**Cell outlines without signal wires**

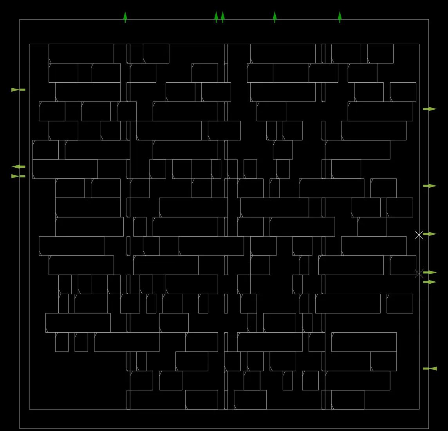
**I/O nets highlighted**

Scale: 4 px per µm.
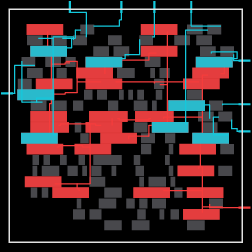
**Signal wires on met1**

Scale: 8 px per µm. Supply wires on this layer in gray. Cells faint in the background.
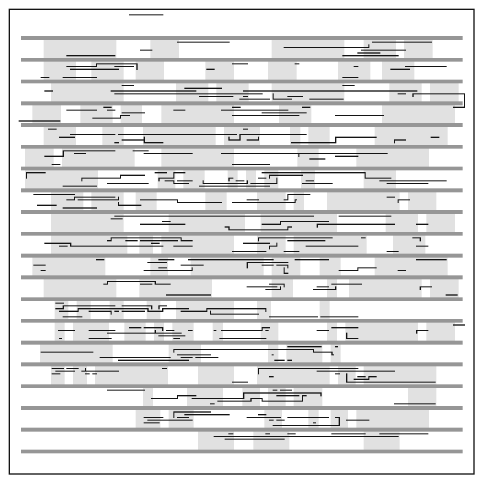
**Cell density map**

Scale: 6 px per µm. The die is cut into 12 by 12 equal tiles; dark blue is low, red is high, 0 to 100% covered.
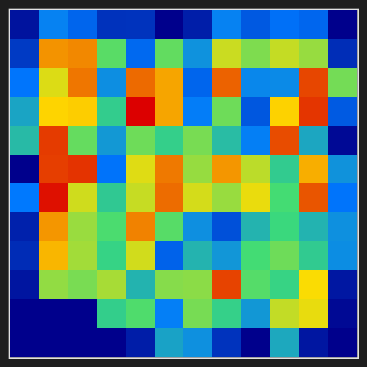
**Cells colored by class**

Scale: 6 px per µm.
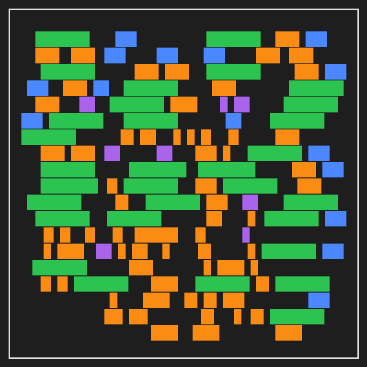
File: src/rtl/uart_pkg.sv
// uart_pkg: shared types and defaults for the UART library (uart_tx / uart_rx).
// Contents: receiver state enum, default oversampling/data-bit counts and a
// 2-of-3 majority helper used by the optional receive-side noise filter.
package uart_pkg;

    localparam int unsigned UART_OVERSAMPLING_DEF = 8;
    localparam int unsigned UART_DATA_BITS_DEF    = 8;

    typedef enum logic [1:0] {
        IDLE  = 2'd0,
        START = 2'd1,
        DATA  = 2'd2,
        STOP  = 2'd3
    } uart_rx_state_t;

    // 2-of-3 vote over three line samples
    function automatic logic maj3(input logic a, input logic b, input logic c);
        return (a & b) | (a & c) | (b & c);
    endfunction

endpackage

File: src/rtl/uart_rx_if.sv
// uart_rx_if: parallel output bundle of the UART receiver.
// Signals: rx_data_out (last good word), rx_done_out (good-frame strobe),
// rx_busy_out (frame in progress), rx_frame_err_out (bad-stop-bit strobe).
// Modports: master = receiver side (drives), slave = consumer side (reads).
interface uart_rx_if
    import uart_pkg::*;
#(
    parameter int unsigned DATA_BITS = UART_DATA_BITS_DEF
) ();

    logic [DATA_BITS-1:0] rx_data_out;
    logic                 rx_done_out;
    logic                 rx_busy_out;
    logic                 rx_frame_err_out;

    modport master (
        output rx_data_out,
        output rx_done_out,
        output rx_busy_out,
        output rx_frame_err_out
    );

    modport slave (
        input rx_data_out,
        input rx_done_out,
        input rx_busy_out,
        input rx_frame_err_out
    );

endinterface

File: src/rtl/uart_sync.sv
// uart_sync: 2-FF synchronizer for an asynchronous single-bit input.
// Ports: clk_in, nrst_in (async active-low), d_in (async), q_out (synchronized).
// RST_VAL sets the value both flops take during reset.
module uart_sync #(
    parameter logic RST_VAL = 1'b1
) (
    input  logic clk_in,
    input  logic nrst_in,
    input  logic d_in,
    output logic q_out
);

    logic meta_q;
    logic sync_q;

    always_ff @(posedge clk_in or negedge nrst_in) begin
        if (!nrst_in) begin
            meta_q <= RST_VAL;
            sync_q <= RST_VAL;
        end else begin
            meta_q <= d_in;
            sync_q <= meta_q;
        end
    end

    assign q_out = sync_q;

endmodule

File: src/rtl/uart_rx.sv
// uart_rx: oversampled asynchronous serial receiver (start, DATA_BITS LSB-first, 1 stop).
// Ports: clk_in (OVERSAMPLING x baud), nrst_in (async active-low),
//        rx_serial_in (idle-high line), rx_if (uart_rx_if.master outputs).
// Optional macro UART_RX_MAJORITY_EN: each sample point votes 2-of-3 over the
// current and two previous synchronized line values.
module uart_rx
    import uart_pkg::*;
#(
    parameter int unsigned OVERSAMPLING = UART_OVERSAMPLING_DEF,
    parameter int unsigned DATA_BITS    = UART_DATA_BITS_DEF
) (
    input  logic      clk_in,
    input  logic      nrst_in,
    input  logic      rx_serial_in,
    uart_rx_if.master rx_if
);

    localparam int unsigned CNT_W = $clog2(OVERSAMPLING);
    localparam int unsigned IDX_W = $clog2(DATA_BITS + 1);

    localparam logic [CNT_W-1:0] CNT_HALF = CNT_W'(OVERSAMPLING / 2 - 1);
    localparam logic [CNT_W-1:0] CNT_LAST = CNT_W'(OVERSAMPLING - 1);
    localparam logic [IDX_W-1:0] IDX_LAST = IDX_W'(DATA_BITS - 1);

    uart_rx_state_t       state_q, state_d;
    logic [CNT_W-1:0]     cnt_q, cnt_d;
    logic [IDX_W-1:0]     idx_q, idx_d;
    logic [DATA_BITS-1:0] shift_q, shift_d;
    logic [DATA_BITS-1:0] data_q, data_d;
    logic                 done_q, done_d;
    logic                 err_q, err_d;
    logic                 busy_q, busy_d;
    logic                 armed_q, armed_d;
    logic                 rx_s;
    logic                 sample_c;

    // Line synchronizer, idles high
    uart_sync #(.RST_VAL(1'b1)) u_sync (
        .clk_in  (clk_in),
        .nrst_in (nrst_in),
        .d_in    (rx_serial_in),
        .q_out   (rx_s)
    );

`ifdef UART_RX_MAJORITY_EN
    logic [1:0] hist_q;

    // Two previous synchronized samples for the majority vote
    always_ff @(posedge clk_in or negedge nrst_in) begin
        if (!nrst_in) begin
            hist_q <= 2'b11;
        end else begin
            hist_q <= {hist_q[0], rx_s};
        end
    end

    assign sample_c = maj3(rx_s, hist_q[0], hist_q[1]);
`else
    assign sample_c = rx_s;
`endif

    // State and output registers
    always_ff @(posedge clk_in or negedge nrst_in) begin
        if (!nrst_in) begin
            state_q <= IDLE;
            cnt_q   <= '0;
            idx_q   <= '0;
            shift_q <= '0;
            data_q  <= '0;
            done_q  <= 1'b0;
            err_q   <= 1'b0;
            busy_q  <= 1'b0;
            armed_q <= 1'b1;
        end else begin
            state_q <= state_d;
            cnt_q   <= cnt_d;
            idx_q   <= idx_d;
            shift_q <= shift_d;
            data_q  <= data_d;
            done_q  <= done_d;
            err_q   <= err_d;
            busy_q  <= busy_d;
            armed_q <= armed_d;
        end
    end

    // Next-state and next-output logic
    always_comb begin
        state_d = state_q;
        cnt_d   = cnt_q;
        idx_d   = idx_q;
        shift_d = shift_q;
        data_d  = data_q;
        done_d  = 1'b0;
        err_d   = 1'b0;
        armed_d = armed_q;

        case (state_q)
            IDLE: begin
                cnt_d = '0;
                // Only a falling edge starts a frame: a held-low line must go high first
                if (rx_s) begin
                    armed_d = 1'b1;
                end else if (armed_q) begin
                    state_d = START;
                end
            end
            START: begin
                cnt_d = cnt_q + CNT_W'(1);
                if (cnt_q == CNT_HALF) begin
                    if (sample_c) begin
                        state_d = IDLE;
                    end else begin
                        state_d = DATA;
                        cnt_d   = '0;
                        idx_d   = '0;
                    end
                end
            end
            DATA: begin
                cnt_d = cnt_q + CNT_W'(1);
                if (cnt_q == CNT_LAST) begin
                    cnt_d   = '0;
                    // Right shift so the first bit received lands in bit 0
                    shift_d = {sample_c, shift_q[DATA_BITS-1:1]};
                    idx_d   = idx_q + IDX_W'(1);
                    if (idx_q == IDX_LAST) begin
                        state_d = STOP;
                    end
                end
            end
            STOP: begin
                cnt_d = cnt_q + CNT_W'(1);
                if (cnt_q == CNT_LAST) begin
                    // Leave at mid-stop-bit so an immediate next start edge is caught
                    state_d = IDLE;
                    cnt_d   = '0;
                    armed_d = 1'b0;
                    if (sample_c) begin
                        data_d = shift_q;
                        done_d = 1'b1;
                    end else begin
                        err_d  = 1'b1;
                    end
                end
            end
            default: begin
                state_d = IDLE;
                cnt_d   = '0;
            end
        endcase

        busy_d = (state_d != IDLE);
    end

    assign rx_if.rx_data_out      = data_q;
    assign rx_if.rx_done_out      = done_q;
    assign rx_if.rx_busy_out      = busy_q;
    assign rx_if.rx_frame_err_out = err_q;

endmodule

File: src/flat_wrapper.sv
// flat-port wrapper written by rule: the top's interface ports become plain ports
module uart_rx_flat import uart_pkg::*;
#(
    parameter int unsigned OVERSAMPLING = UART_OVERSAMPLING_DEF,
    parameter int unsigned DATA_BITS    = UART_DATA_BITS_DEF
)
  (clk_in, nrst_in, rx_serial_in, rx_if_rx_data_out, rx_if_rx_done_out, rx_if_rx_busy_out, rx_if_rx_frame_err_out);
  uart_rx_if #(.DATA_BITS(DATA_BITS)) rx_if_i ();
  input  logic clk_in;
  input  logic nrst_in;
  input  logic rx_serial_in;
  output wire logic [$bits(rx_if_i.rx_data_out)-1:0] rx_if_rx_data_out;
  output wire logic [$bits(rx_if_i.rx_done_out)-1:0] rx_if_rx_done_out;
  output wire logic [$bits(rx_if_i.rx_busy_out)-1:0] rx_if_rx_busy_out;
  output wire logic [$bits(rx_if_i.rx_frame_err_out)-1:0] rx_if_rx_frame_err_out;
  assign rx_if_rx_data_out = rx_if_i.rx_data_out;
  assign rx_if_rx_done_out = rx_if_i.rx_done_out;
  assign rx_if_rx_busy_out = rx_if_i.rx_busy_out;
  assign rx_if_rx_frame_err_out = rx_if_i.rx_frame_err_out;
  uart_rx #(.OVERSAMPLING(OVERSAMPLING), .DATA_BITS(DATA_BITS)) u_core (.clk_in(clk_in), .nrst_in(nrst_in), .rx_serial_in(rx_serial_in), .rx_if(rx_if_i));
endmodule
File: config.mk
export PLATFORM = sky130hd
export DESIGN_NAME = uart_rx_flat
export DESIGN_NICKNAME = d
export VERILOG_FILES = /design/src/rtl/uart_pkg.sv /design/src/rtl/uart_rx_if.sv /design/src/rtl/uart_sync.sv /design/src/rtl/uart_rx.sv /design/src/flat_wrapper.sv
export SDC_FILE = /design/constraint.sdc
export NUM_CORES = 1
export LEC_CHECK = 0
export CAP_MARGIN = 5
export CELL_PAD_IN_SITES_DETAIL_PLACEMENT = 1
export CELL_PAD_IN_SITES_GLOBAL_PLACEMENT = 2
export CORE_MARGIN = 1
export CORE_UTILIZATION = 43
export CTS_BUF_LIST = sky130_fd_sc_hd__clkbuf_4
export DETAILED_ROUTE_END_ITERATION = 7
export GPL_TIMING_DRIVEN = 1
export PLACE_DENSITY = 0.81
export SYNTH_ARGS = -nofsm -noshare
export SYNTH_HDL_FRONTEND = slang
export SYNTH_SLANG_ARGS = --single-unit
File: constraint.sdc
create_clock -name clk_in -period 4.5 [get_ports clk_in]
set_clock_uncertainty 0.05 [all_clocks]
set_input_delay 0.9 -clock clk_in [delete_from_list [all_inputs] [get_ports clk_in]]
set_output_delay 0.9 -clock clk_in [all_outputs]
set_load 0.05 [all_outputs]
==> run notes <==
Flow results.

- The die is 57.9 µm wide.
- The register-to-register setup slack is 2.74 ns.
- On the reported timing paths, the clock transition at the registers reads 0.09 ns.
- The simple-gate area share of the yosys netlist is 0.128.
- The power dissipated by switching net loads is 0.000207 W.
- The number of setup buffers added after CTS is 0.
- Excluding fillers, the count of instances in the completed layout stands at 150.
- The number of filler instances in the final layout is 300.
- The mux cell area share after synthesis is 0.142.
- The clock root buffer is sky130_fd_sc_hd__clkbuf_4.
- The placement report lists the number of port buffers as 13.
- Once detail routing completed, the nets flagged for antenna violations numbered 0.
- The power consumed by the clock network is 0.000147 W.
- The biggest slice of the area belongs to flip-flops and latches.
- The global routing met1 resource utilization is 0.221.
- The area of the die is 0.00335 mm².
- Non-clock buffers in the final layout number 15.
- The row count is 19.
- The most numerous logic cell after layout is sky130_fd_sc_hd__dfrtp_1.
- The CTS buffer count is 5.
- For this run, the leading register cell type out of synthesis is sky130_fd_sc_hd__dfrtp_1.
- The busiest metal layer after global routing is met2.
- The weighted congestion reported at the end of routability-driven placement is 0.691.
- Across all stage logs, warnings added up to 29.
- The fraction of area in registers is 0.502.
- The number of iterations in the first detailed-routing pass is 6.
- The commonest cells after synthesis are sky130_fd_sc_hd__dfrtp_1, sky130_fd_sc_hd__mux2_2, sky130_fd_sc_hd__ha_1, sky130_fd_sc_hd__inv_1.
- The total number of vias is 799.
- In this run the maximum-capacitance check reported violations numbering 0.
- On the critical path the largest part of the delay comes from buffers and inverters.
- The area fraction of the largest cell type after synthesis is 0.521.
- The run finished, with violations left.
- The final layout contains 127 nets.
- The library cell with the largest summed area after synthesis is sky130_fd_sc_hd__dfrtp_1.
- The combined flip-flop and latch cell area is 779 µm².
- The worst stage delay on the critical path is 0.81 ns.
- The count of pins on the block boundary is 14.
- The initial antenna violation count came to 0.
- The highest-delay cell along the critical path is sky130_fd_sc_hd__clkdlybuf4s50_1.
- With fillers left out, the area of the finished cells amounts to 0.00155 mm².
- The largest vdd supply drop is 200 µV.
- The first-pass GRT wire length is 4200 µm.
- Synthesis produced a netlist with a net count of 108.
- The detailed placer reported the number of placed instances as 142.
- In this run the tightest slew margin relative to its limit is 0.350.
- The met3 wire length is 66 µm.
- For this run, the detailed router reports a per-instance via density of 5.33.
- The placed wire-length estimate after detailed placement is 1780 µm.
- The DRC marker count from the first detailed-route iteration is 15.
- The floorplan report lists the tap cell count as 31.
- The count of unique library cells instantiated by Yosys is 30.
- Together, buffers and inverters on the worst path number 1.
- The final reports fail on DRC.
- The category of the worst setup path launch point is a register.
- For the worst setup path, the data arrival time is 1.49 ns.
- The switching share of total power is 0.317.
- For the worst reg-to-reg path, the startpoint reported by OpenROAD is u_core.cnt_q[0].
- The share of total power dissipated in combinational logic is 0.221.
- Setup repair after global routing left no endpoint under its margin.
- The post-placement cell area is 0.00150 mm².
- For the worst flop-to-flop path, the logic depth is 4.
- The CTS tree is yes.
- On met2, the global router reports a usage of 0.278.
- Total global-route track usage over all layers is 0.174.
- The region available for standard cell placement spans 0.00285 mm².
- The report lists the number of cells resized after CTS as 0.
- The top contributor to total power is registers.
- Counting flops and latches in the post-synthesis netlist gives 31.
- The synthesized instance count is 99.
- The report lists the power per cell area as 420 mW/mm².
- The worst hold path stage count is 0.
- The TritonCTS sink count is 31.
- The count of H-tree levels built during CTS is 2.
- The maximum fanout along the worst path is 2.
- The footprint of the multi-input gates is 514 µm².
- The worst path setup slack after routing is 2.06 ns.
- For the worst reg-to-reg path, the endpoint reported by OpenROAD is u_core.rx_if.rx_data_out[3].
- The number of global-route vias before repair is 868.
- Across all hold checks on the routed design, the worst slack comes to 0.315 ns.
- Counting endpoints that fail hold in the final report gives 0.
- The final antenna diode count is 0.
- In the Yosys report the total cell count is 99.
- By instance count after routing, the leading logic cell types are sky130_fd_sc_hd__dfrtp_1, sky130_fd_sc_hd__mux2_2, sky130_fd_sc_hd__clkdlybuf4s50_1.
- The number of clock buffers in the layout is 6.
- The layout summary lists the proportion of cells stronger than drive strength 1 as 0.261.
- The post-detailed-routing wire length is 2360 µm.
- The critical path class is reg -> out.
- The remaining global-route overflow is 0.
- Of the total power, registers draw 0.554.
- The area fraction in full adders, half adders and majority gates is 0.0559.
- The uppermost layer routed is met4.
- The floorplan step set the die height to 57.9 µm.
- The internal power consumption is 0.000446 W.
- The time the final worst path needs with I/O delays and setup is 2.44 ns.
- The share of the core filled by cells before placement is 0.471.
- The most numerous cell in the Yosys netlist is sky130_fd_sc_hd__dfrtp_1.
- The routed length per placed instance is 15.7 µm.
- The met1 layer wirelength in the final routing is 1070 µm.
- The DRC violation total left in the routed layout is recorded as 2.
- The total number of cells along the worst setup path is 1.
- In the layout the tool counted multi-input logic cells amounting to 59.
- Looking at the clock tree report, the maximum root-to-sink buffer count equals 2.
- The power report attributes to the clock group a share of 0.225.
- The average instance area after synthesis is 13.6 µm².
- Measured on the final layout, buffering overhead outside the clock network stands at 0.0935.
- For this run, the register share of the synthesized area comes to 0.580.
- After synthesis, the cell types taking the most area are sky130_fd_sc_hd__dfrtp_1, sky130_fd_sc_hd__mux2_2, sky130_fd_sc_hd__dfstp_2.
- For the combinational group, total power comes out at 0.000144 W.
- For this run, the top clock speed supported by timing is 410 MHz.
- Warnings reported by Yosys during synthesis add up to 0.
- The startpoint of the tightest hold check path is u_core.u_sync.meta_q.
- The actual transition at the worst max-transition pin is 0.972 ns.
- The xor/xnor cell area share of the yosys netlist is 0.00652.
- Relative to the synthesized area, the layout overhead comes to 15.5%.
- The end point of the worst hold path is u_core.u_sync.q_out.
- For the final routed database, the setup TNS stands at 0 ns.
- The number of setup violations in the final report is 0.
- The final critical-path share of the clock period is 0.542.
- The most critical setup path has its startpoint at u_core.rx_if.rx_data_out[6].
- After synthesis, the largest family of logic cells by area is multiplexers.
- Per the skew report, the later register of the worst-skew pair sees a clock latency of 0.31 ns.
- The required time at the worst endpoint is listed as 3.55 ns.
- The total power consumption of the routed design is 0.000653 W.
- Per the layout area report, the combinational fraction of cell area is 0.331.
- Measured on the final layout, the clock distribution area share stands at 0.0338.
- The wire length on met2 is 1200 µm.
- The worst setup slack after placement is 2.29 ns.
- The power report lists the sequential group at 0.000361 W.
- According to the timing report, the critical path is captured at rx_if_rx_data_out[6].
- The most critical min-delay path falls under reg -> reg.
- Summing every instance area after synthesis gives 0.00134 mm².
- The number of max-slew violations in the final report is 0.
- The yosys stat chip area is 0.00134 mm².
- Of all flip-flops after synthesis, the portion carrying an async set or reset was 1.00.
- The critical path endpoint category is an output port.
- For reference, the critical path cell chain is clkdlybuf4s50_1.
- Entering global routing, the biggest net connects 23 pins.
Back to the opening pictures, 'cell outlines without signal wires':
final core utilization: 0.544
number of flip-flops and latches: 31

Back to the opening pictures, 'I/O nets highlighted':
legend:
  nrst_in:
    color: red
    bits: 1
    direction: input
    end_cells: 31
    buffers: 3
    wire: 266 µm
  rx_if_rx_data_out:
    color: cyan
    bits: 8
    direction: output
    end_cells: 8
    buffers: 8
    wire: 193 µm

Back to the opening pictures, 'signal wires on met1':
nets with wire on the layer: 110
share of all routed wire: 45%
main direction: horizontal
wire length on this layer: 1070 µm
longest straight run: 24.8 µm

Back to the opening pictures, 'cell density map':
fullest tile: 100%
emptiest ninth of the die: south-west
densest ninth of the die: center
nearly empty tiles: 9.7%
tiles over 75% full: 19%

Back to the opening pictures, 'cells colored by class':
legend:
  remaining buffers and delay cells:
    color: blue
    cells: 15
  remaining logic cells:
    color: orange
    cells: 65
  clock drivers and dummy loads:
    color: purple
    cells: 8
  registers:
    color: green
    cells: 31

No activity file was given, so power comes from the tool's default toggle rates.
